--- src/rtl/mac_pkg.sv ---
// Shared definitions for the dot-product MAC sequencer: default widths,
// controller state encoding and the 5:2 compressor cell.
package mac_pkg;

    localparam int DW_DEF   = 8;
    localparam int ACCW_DEF = 24;
    localparam int LENW_DEF = 8;

    typedef enum logic [1:0] {
        ST_IDLE  = 2'd0,
        ST_RUN   = 2'd1,
        ST_FLUSH = 2'd2,
        ST_DONE  = 2'd3
    } state_t;

    // One bit-slice of a 5:2 compressor: sum has the column weight; carry,
    // co1 and co2 all carry twice that weight. co1/co2 feed the next column
    // as ci1/ci2 and do not depend on the incoming ci, so nothing ripples.
    typedef struct packed {
        logic sum;
        logic carry;
        logic co1;
        logic co2;
    } c52_t;

    function automatic c52_t cmp52(input logic x1, input logic x2, input logic x3,
                                   input logic x4, input logic x5,
                                   input logic ci1, input logic ci2);
        c52_t r;
        logic s1;
        logic s2;
        s1      = x1 ^ x2 ^ x3;
        r.co1   = (x1 & x2) | (x1 & x3) | (x2 & x3);
        s2      = s1 ^ x4 ^ x5;
        r.co2   = (s1 & x4) | (s1 & x5) | (x4 & x5);
        r.sum   = s2 ^ ci1 ^ ci2;
        r.carry = (s2 & ci1) | (s2 & ci2) | (ci1 & ci2);
        return r;
    endfunction

endpackage

--- src/rtl/mac_mul.sv ---
// Combinational unsigned DW x DW multiplier. Partial products are reduced
// in carry-save form with rows of 5:2 compressor cells (five words in, two
// words out per group) until two words remain, then one carry-propagate add.
module mac_mul
    import mac_pkg::*;
#(
    parameter int DW = DW_DEF
) (
    input  logic [DW-1:0]   i_a,
    input  logic [DW-1:0]   i_b,
    output logic [2*DW-1:0] o_p
);

    localparam int PW     = 2 * DW;
    localparam int NG     = (DW + 4) / 5;  // compressor groups per round
    localparam int NW     = 5 * NG;        // word slots, padded to whole groups
    localparam int ROUNDS = DW;            // generous bound; extra rounds keep two words

    // Partial-product generation followed by the compressor tree and final adder.
    always_comb begin : reduce
        logic [PW-1:0] w   [NW];
        logic [PW-1:0] nw  [NW];
        logic [PW-1:0] x   [5];
        logic [PW-1:0] cv;
        c52_t          c;
        logic          ci1;
        logic          ci2;

        for (int j = 0; j < NW; j++) begin
            w[j]  = '0;
            nw[j] = '0;
        end
        for (int k = 0; k < 5; k++) begin
            x[k] = '0;
        end
        cv  = '0;
        c   = '0;
        ci1 = 1'b0;
        ci2 = 1'b0;

        for (int j = 0; j < DW; j++) begin
            if (i_b[j]) begin
                w[j] = PW'(i_a) << j;
            end
        end

        for (int r = 0; r < ROUNDS; r++) begin
            for (int j = 0; j < NW; j++) begin
                nw[j] = '0;
            end
            for (int g = 0; g < NG; g++) begin
                for (int k = 0; k < 5; k++) begin
                    x[k] = w[5*g + k];
                end
                ci1 = 1'b0;
                ci2 = 1'b0;
                cv  = '0;
                for (int i = 0; i < PW; i++) begin
                    c = cmp52(x[0][i], x[1][i], x[2][i], x[3][i], x[4][i], ci1, ci2);
                    nw[2*g][i] = c.sum;
                    cv[i]      = c.carry;
                    ci1        = c.co1;
                    ci2        = c.co2;
                end
                // Carries out of the top column fall off: the true product fits in PW bits.
                nw[2*g + 1] = cv << 1;
            end
            for (int j = 0; j < NW; j++) begin
                w[j] = nw[j];
            end
        end

        o_p = w[0] + w[1];
    end

endmodule

--- src/rtl/mac_seq_ctrl.sv ---
// Dot-product sequencer: accepts cfg_len operand pairs, multiplies each pair
// through mac_mul, accumulates the products and presents the sum until the
// consumer takes it. The product is registered one cycle ahead of the add.
module mac_seq_ctrl
    import mac_pkg::*;
#(
    parameter int DW   = DW_DEF,
    parameter int ACCW = ACCW_DEF,
    parameter int LENW = LENW_DEF
) (
    input  logic            clk,
    input  logic            rst_n,
    input  logic            start,
    input  logic [LENW-1:0] cfg_len,
    output logic            busy,
    input  logic            in_valid,
    output logic            in_ready,
    input  logic [DW-1:0]   in_a,
    input  logic [DW-1:0]   in_b,
    output logic            out_valid,
    input  logic            out_ready,
    output logic [ACCW-1:0] out_acc,
    output logic            out_ovf
);

    state_t            r_state;
    state_t            w_next;
    logic [LENW-1:0]   r_len;
    logic [LENW-1:0]   r_cnt;
    logic [2*DW-1:0]   r_prod;
    logic              r_prod_vld;
    logic [ACCW-1:0]   r_acc;
    logic              r_ovf;

    logic [2*DW-1:0]   w_prod;
    logic              w_hs;
    logic              w_start;
    logic              w_last;
    logic              w_carry;
    logic [ACCW-1:0]   w_sum;

    mac_mul #(.DW(DW)) u_mul (
        .i_a (in_a),
        .i_b (in_b),
        .o_p (w_prod)
    );

    assign w_hs    = in_valid && (r_state == ST_RUN);
    assign w_start = start && (r_state == ST_IDLE);
    assign w_last  = w_hs && (LENW'(r_cnt + 1'b1) == r_len);
    assign {w_carry, w_sum} = {1'b0, r_acc} + (ACCW + 1)'(r_prod);

    assign out_acc = r_acc;
    assign out_ovf = r_ovf;

    // State register.
    always_ff @(posedge clk or negedge rst_n) begin
        if (!rst_n) begin
            r_state <= ST_IDLE;
        end else begin
            r_state <= w_next;
        end
    end

    // Next-state decode and handshake/status outputs.
    always_comb begin
        w_next    = r_state;
        busy      = 1'b1;
        in_ready  = 1'b0;
        out_valid = 1'b0;
        case (r_state)
            ST_IDLE: begin
                busy = 1'b0;
                if (start) begin
                    w_next = (cfg_len != '0) ? ST_RUN : ST_DONE;
                end
            end
            ST_RUN: begin
                in_ready = 1'b1;
                if (w_last) begin
                    w_next = ST_FLUSH;
                end
            end
            ST_FLUSH: begin
                w_next = ST_DONE;
            end
            ST_DONE: begin
                out_valid = 1'b1;
                if (out_ready) begin
                    w_next = ST_IDLE;
                end
            end
            default: begin
                w_next = ST_IDLE;
            end
        endcase
    end

    // Job setup, product capture, pair counting and accumulation.
    always_ff @(posedge clk or negedge rst_n) begin
        if (!rst_n) begin
            r_len      <= '0;
            r_cnt      <= '0;
            r_prod     <= '0;
            r_prod_vld <= 1'b0;
            r_acc      <= '0;
            r_ovf      <= 1'b0;
        end else if (w_start) begin
            r_acc      <= '0;
            r_ovf      <= 1'b0;
            r_prod_vld <= 1'b0;
            if (cfg_len != '0) begin
                r_len <= cfg_len;
                r_cnt <= '0;
            end
        end else begin
            r_prod_vld <= w_hs;
            if (w_hs) begin
                r_prod <= w_prod;
                r_cnt  <= r_cnt + 1'b1;
            end
            if (r_prod_vld) begin
                r_acc <= w_sum;
                r_ovf <= r_ovf | w_carry;
            end
        end
    end

endmodule

--- config.mk ---
export PLATFORM = sky130hd
export DESIGN_NAME = mac_seq_ctrl
export DESIGN_NICKNAME = d
export VERILOG_FILES = /design/src/rtl/mac_pkg.sv /design/src/rtl/mac_mul.sv /design/src/rtl/mac_seq_ctrl.sv
export SDC_FILE = /design/constraint.sdc
export NUM_CORES = 1
export LEC_CHECK = 0
export CAP_MARGIN = 20
export CORE_ASPECT_RATIO = 1.5
export CORE_MARGIN = 2
export CORE_UTILIZATION = 45
export DETAILED_ROUTE_END_ITERATION = 8
export PLACE_DENSITY = 0.73
export SYNTH_ARGS = -nofsm -noshare
export SYNTH_HDL_FRONTEND = slang
export SYNTH_SLANG_ARGS = --single-unit
--- constraint.sdc ---
create_clock -name clk -period 2.8 [get_ports clk]
set_input_delay 0.7 -clock clk [delete_from_list [all_inputs] [get_ports clk]]
set_output_delay 0.7 -clock clk [all_outputs]
set_load 0.02 [all_outputs]
==> run_results.csv <==
group,metric,value,unit
final_timing,fin_tns_setup,-21.33,ns
worst_setup_path,reg2reg_depth,9,
clock_tree,cts_max_level,3,
final_timing,timing.final.ws_setup,-3.386,ns
logic_synthesis,top_cells_by_area,"dfrtp_1 24%, ha_1 20%, fa_1 12%",
logic_synthesis,yosysTopAreaCell,"dfrtp_1",
power_and_ir_drop,combinationalPowerShare,0.687,
worst_setup_path,reg2reg_slack,0.25,ns
final_timing,setup_viol,12,
power_and_ir_drop,power.group.top,"combinational logic",
power_and_ir_drop,clock_net_power,1.18,mW
worst_setup_path,crit_arrival,6.40,ns
logic_synthesis,ys.flops,60,
grt,grt_max_degree,25,
logic_synthesis,synth_area,6309,µm²
logic_synthesis,yosys_warnings,0,
worst_setup_path,path_class,"input port to flop",
cells_and_area,final_cells,962,
power_and_ir_drop,p_seq,1.42,mW
placement,dpl_worst_slack,-4.119,ns
outcome,violations,"setup timing",
placement,place_congestion,0.8607,
route,drt_iter0_drc,138,
outcome,status,"finished with violations",
grt,grt_overflow,0,
clock_tree,hold_buffers,0,
floorplanning,initCoreUtil,0.4552,
power_and_ir_drop,switchingPower,3.540,mW
placement,io_buffers,56,
grt,first_global_vias,5694,
clock_tree,cts_tree,"yes",
worst_setup_path,crit_path_max_fanout,5,
grt,antenna_found_initial,0,
floorplanning,die-area,15000,µm²
worst_setup_path,end_kind,"flop",
route,top_layer,"met4",
[layout by cell type, fill, tap and decap left out, drive strengths merged, types with 6 or more instances in the layout]
cell type / count
xnor2: 27
and2: 54
or3: 10
a21oi: 28
clkdlybuf4s50: 40
nor2: 20
and3: 9
nor3: 6
inv: 70
dlygate4sd2: 6
o21a: 7
a211oi: 7
nand2: 93
xor2: 14
o21ai: 42
mux2i: 7
buf: 59
fa: 37
ha: 102
nand3: 17
dfrtp: 60
a21o: 8
clkbuf: 13
[sequential cells by signal (all words and copies together), names as in the netlist]
register and count:
r_prod_vld 1, out_acc 24, r_len 8, r_state 2
r_prod 16, r_cnt 8, out_ovf 1
[timing repair]
item / 4_1_cts / 5_1_grt
endpoints found under the setup margin: 12 / 12
setup buffers: 8 / 1
gates resized: 102 / 31
pin swaps: 45 / 34
[cell type report]
type                            instances  area share
Multi-Input combinational cell        545      0.6204
Sequential cell                        60      0.1751
Inverter                               71     0.03107
Timing Repair Buffer                  105      0.1117
Clock buffer                           13     0.03268
Tap cell                              165     0.02407
Clock inverter                          3    0.004960
[logic make-up after synthesis]
logic type / count (synthesis) / synth area share
multiplexers: 11 / 0.01825
XOR/XNOR: 42 / 0.06069
flip-flops: 60 / 0.2380
AND/OR/NAND/NOR: 233 / 0.1864
adder cells (fa/ha/maj): 139 / 0.3197
AND-OR/OR-AND: 120 / 0.1248
buffers and inverters: 84 / 0.05216
[path summary, 6_finish.rpt]
| kind | start | endpoint |
|---|---|---|
| max in group asynchronous | rst_n | out_acc[5] |
| min reg2reg | r_prod[9] | r_prod[9] |
| min | rst_n | r_state[1] |
| min in group clk | r_prod[9] | r_prod[9] |
| max | in_b[2] | r_prod[15] |
| max reg2reg | out_acc[0] | out_acc[22] |
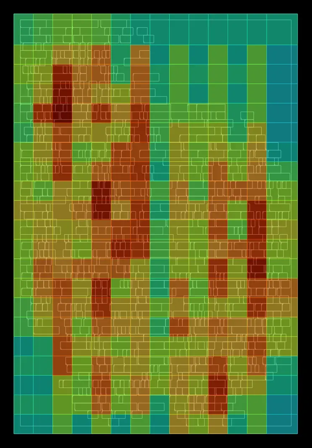
(images/congestion_map.png)
GRT met1 Usage: 0.2326
met2 Resource Use GR: 0.4210
met3 Usage GRT: 0.02577
gr usage total: 0.2169
Top Usage Layer GRT: met2

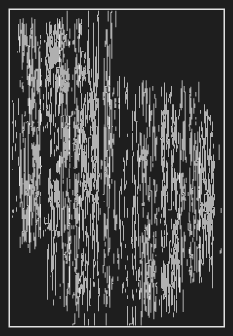
(images/m2.png)
- main direction: vertical
- wire length on this layer: 8890 µm
- longest straight run: 39.6 µm
- nets with wire on the layer: 843
Post-Route WL: 15680 µm
Via Count: 5252

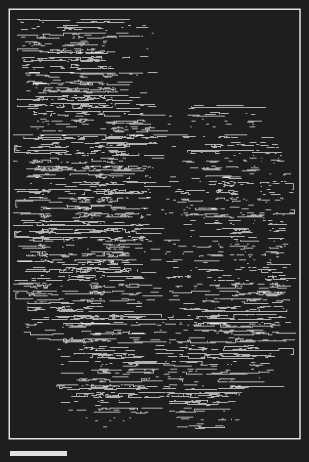
(images/m1.png)
Bar = 20 µm.
- main direction: horizontal
- nets with wire on the layer: 867
- longest straight run: 33.6 µm

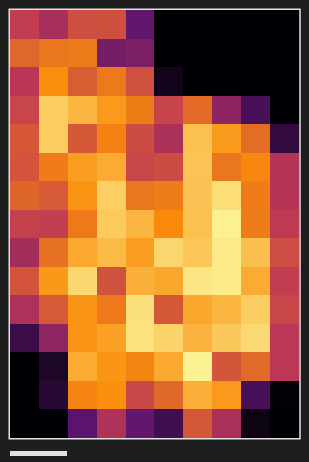
(images/util_map.png)
Bar = 20 µm. The die is cut into 10 by 15 equal tiles; black is low, pale yellow is high, 0 to 100% covered.
- fullest tile: 97%
- emptiest ninth of the die: top right
- mean over tiles: 56%
- nearly empty tiles: 14%
- tiles over 75% full: 34%
Core Area: 13860 µm²
Final Util: 0.6189

